$ cat src/rtl/enc2_pkg.sv
// Shared widths, frame field offsets and the key-to-mask expansion used by
// the encryptor and by any decrypt model that has to undo it.
package enc2_pkg;

    localparam int KEY_W   = 11;
    localparam int MSG_W   = 60;
    localparam int CT_W    = 61;
    localparam int TAG_W   = 6;
    localparam int FRAME_W = 78;

    localparam int KEY_LSB = 67;
    localparam int CT_LSB  = 6;
    localparam int TAG_LSB = 0;

    // Key replicated across the message width, middle two copies inverted.
    function automatic logic [MSG_W-1:0] expand_mask(input logic [KEY_W-1:0] r);
        return {r[4:0], r, ~r, ~r, r, r};
    endfunction

endpackage

$ cat src/rtl/enc2_lfsr11.sv
// 11-bit Fibonacci key generator (taps 10 and 8); steps only when adv is high.
module enc2_lfsr11
    import enc2_pkg::*;
#(
    parameter logic [KEY_W-1:0] SEED = 11'h5A5
) (
    input  logic             Clk,
    input  logic             Rst_n,
    input  logic             adv,
    output logic [KEY_W-1:0] state
);

    always_ff @(posedge Clk) begin
        if (!Rst_n) begin
            state <= SEED;
        end else if (adv) begin
            state <= {state[9:0], state[10] ^ state[8]};
        end
    end

endmodule

$ cat src/rtl/encrypt_function_2.sv
// Two-stage streaming encryptor: frame = {key, {msg,0} + mask(key), tag}.
// Sequence tag in frame bits [5:0] is built only when ENC2_SEQ_TAG_EN is defined.
module encrypt_function_2
    import enc2_pkg::*;
#(
    parameter logic [KEY_W-1:0] SEED = 11'h5A5
) (
    input  logic               Clk,
    input  logic               Rst_n,
    input  logic               in_valid,
    input  logic [MSG_W-1:0]   in_data,
    output logic               in_ready,
    output logic               out_valid,
    output logic [FRAME_W-1:0] out_data,
    input  logic               out_ready
);

    // Handshake: a transfer happens on an edge where valid && ready; a
    // producer holds valid/data until then, and out_data is held while stalled.
    logic               s1_valid;
    logic [MSG_W-1:0]   s1_data;
    logic [KEY_W-1:0]   s1_key;
    logic [KEY_W-1:0]   key;
    logic [TAG_W-1:0]   frame_tag;
    logic [CT_W-1:0]    ct;
    logic               s2_load;
    logic               accept;

    assign s2_load  = !out_valid || out_ready;
    assign in_ready = !s1_valid || s2_load;
    assign accept   = in_valid && in_ready;

    enc2_lfsr11 #(.SEED(SEED)) u_lfsr (
        .Clk   (Clk),
        .Rst_n (Rst_n),
        .adv   (accept),
        .state (key)
    );

`ifdef ENC2_SEQ_TAG_EN
    logic [TAG_W-1:0] tag;
    logic [TAG_W-1:0] s1_tag;

    always_ff @(posedge Clk) begin
        if (!Rst_n) begin
            tag    <= '0;
            s1_tag <= '0;
        end else if (accept) begin
            tag    <= tag + 1'b1;
            s1_tag <= tag;
        end
    end

    assign frame_tag = s1_tag;
`else
    assign frame_tag = '0;
`endif

    always_ff @(posedge Clk) begin
        if (!Rst_n) begin
            s1_valid <= 1'b0;
            s1_data  <= '0;
            s1_key   <= '0;
        end else begin
            if (in_ready) begin
                s1_valid <= accept;
            end
            if (accept) begin
                s1_data <= in_data;
                s1_key  <= key;
            end
        end
    end

    // Carry out of bit 60 is dropped; decryption subtracts modulo 2^61.
    assign ct = {s1_data, 1'b0} + {1'b0, expand_mask(s1_key)};

    always_ff @(posedge Clk) begin
        if (!Rst_n) begin
            out_valid <= 1'b0;
            out_data  <= '0;
        end else if (s2_load) begin
            out_valid <= s1_valid;
            if (s1_valid) begin
                out_data <= {s1_key, ct, frame_tag};
            end
        end
    end

endmodule
$ cat config.mk
export PLATFORM = sky130hd
export DESIGN_NAME = encrypt_function_2
export DESIGN_NICKNAME = d
export VERILOG_FILES = /design/src/rtl/enc2_pkg.sv /design/src/rtl/enc2_lfsr11.sv /design/src/rtl/encrypt_function_2.sv
export SDC_FILE = /design/constraint.sdc
export NUM_CORES = 1
export LEC_CHECK = 0
export ABC_AREA = 1
export CELL_PAD_IN_SITES_DETAIL_PLACEMENT = 1
export CELL_PAD_IN_SITES_GLOBAL_PLACEMENT = 1
export CORE_UTILIZATION = 33
export CTS_CLUSTER_SIZE = 10
export DETAILED_ROUTE_END_ITERATION = 12
export GPL_TIMING_DRIVEN = 0
export PLACE_DENSITY_LB_ADDON = 0.1
export SETUP_SLACK_MARGIN = 0.5
export SYNTH_ARGS = -nofsm -noshare
export SYNTH_HDL_FRONTEND = slang
export SYNTH_SLANG_ARGS = --single-unit
$ cat constraint.sdc
create_clock -name Clk -period 6 [get_ports Clk]
set_clock_uncertainty 0.15 [all_clocks]
set_input_delay 0.9 -clock Clk [delete_from_list [all_inputs] [get_ports Clk]]
set_output_delay 0.9 -clock Clk [all_outputs]
set_load 0.03 [all_outputs]
==> results.cfg <==
; implementation run metrics
[clock_network]
cts.sinks = 150
cts_tree = done

[critical_path]
worstSetupPathType = input port to flip-flop
start_kind = input port
crit_path_end_kind = flip-flop

[synthesis]
synth-adder-area-share_pct = 7.08
ys_sh_aoi_pct = 9.71
flop_cell = dfxtp_1
ys_ff = 150
yosysSeqAreaShare_pct = 28.1
yosys.stat.chipArea_sq_um = 10700
yosys.area.top_type = dfxtp_1

[sta]
fin_crit_ns = 3.26
hold_viol = 0
setup_viol = 0
slew_violations = 0
tightest_slew_ns = 0.922

[routing]
wire_per_inst_microns = 17.8

[die]
dieArea_sq_um = 33200

[layout]
fin_nets = 2123

[run_status]
status = finished clean

[global_routing]
grt_max_degree = 19

[power_and_ir_drop]
cellPowerDensity_nw_per_um2 = 253
## cell type report
| type | count | area [sq um] |
|---|---|---|
| timing repair buffer | 136 | 1360 |
| multi-input combinational | 1306 | 6220 |
| fill | 4320 | 18500 |
| clock buffer | 17 | 425 |
| sequential | 150 | 3000 |
| clock inverter | 15 | 203 |
| inverter | 335 | 1260 |
| buffer | 53 | 239 |
| tap | 402 | 503 |
## metal layers
metal	GRT usage [%]	vias to the layer above	share of wire (%)
met5	0	-	0
li1	-	5879	-
met3	2.83	49	4.3
met1	37.6	5298	50
met2	41.7	274	43
met4	8.91	0	2.7
## synth_stat cells, drive strengths merged, types with 2 or more instances
cell,instances
dfxtp,150
nor2,344
a21oi,71
a31oi,2
nand4,10
nand2,565
inv,333
nor4,2
xor2,21
o21ai,110
o211ai,4
clkbuf,35
o21bai,8
nor3,10
ha,59
xnor2,5
nand3,80
buf,18
and2,3
clkinv,2
## state kept, by name, summed over array words and instances, names as in the netlist
register,cells
out_valid,1
s1_key,11
s1_data,60
out_data,71
s1_valid,1
u_lfsr.state,6
## logic make-up (layout without fill, tap and decap cells)
kind of cell / count (synthesis) / in the layout
compound gates: 198 / 198
simple gates: 1016 / 1016
buf+inv: 388 / 556
fa+ha+maj: 60 / 60
xor+xnor: 26 / 26
flops: 150 / 150
other cells: 1 / 6
## report_power, final
group | internal, mW | leakage, nW | switching [mW]
sequential | 1.07 | 1.24 | 0.0666
clock | 0.605 | 0.304 | 0.573
combinational | 0.346 | 5.60 | 0.679
## path summary, 6_finish.rpt
path                            depth (start not counted)            start               to
worst max-delay path                                    9        out_ready     out_data[46]
worst min-delay path                                    2  u_lfsr.state[7]  u_lfsr.state[7]
worst max register to register                         14        s1_key[2]     out_data[62]
worst min register to register                          2  u_lfsr.state[7]  u_lfsr.state[7]
## worst max-delay path, stage by stage
cell and delay [ns]:
clkdlybuf4s50_1 0.45, inv_1 0.05, nand2_1 0.07, nand2_1 0.40, inv_2 0.36, clkbuf_1 0.72
nand3_1 0.32, nand2_1 0.12, inv_1 0.04
## stage by stage
stage,util [%],area (sq um),setup slack [ns],hold slack [ns]
2_1_floorplan,-,10700,3.71,0.287
3_3_place_gp,39.7,12600,2.34,0.308
3_5_place_dp,39.7,12600,2.35,0.323
4_1_cts,41.7,13200,2.73,0.342
5_1_grt,41.7,13200,2.68,0.363
6_report,41.7,13200,2.74,0.336
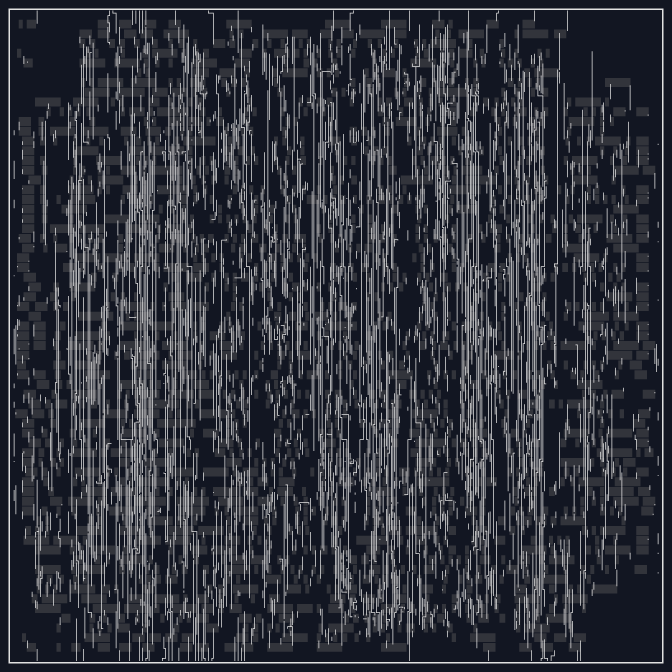
(images/layer_met2.png)
Cells faint in the background.
The wires run mostly vertical. The longest straight run is 99.1 microns. The layer carries 18,300 microns of wire. 1,694 nets have wire on it. The layer holds 43% of the routed length.
Routed WL: 43,000 microns
Via Count: 11,500
Global Route met2 Usage: 41.7%

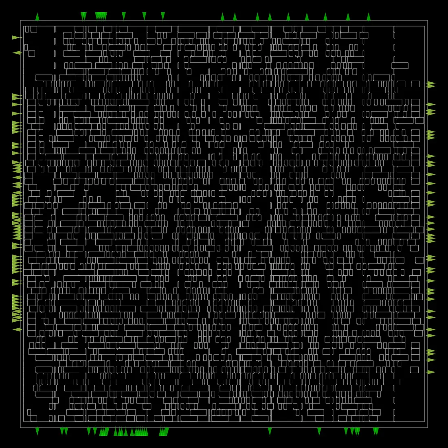
(images/placement.png)
Filler Cells Inserted: 4,320
# rows: 65
Flop Count: 150
core area: 31,700 sq um

Power and IR drop assume default switching activity.
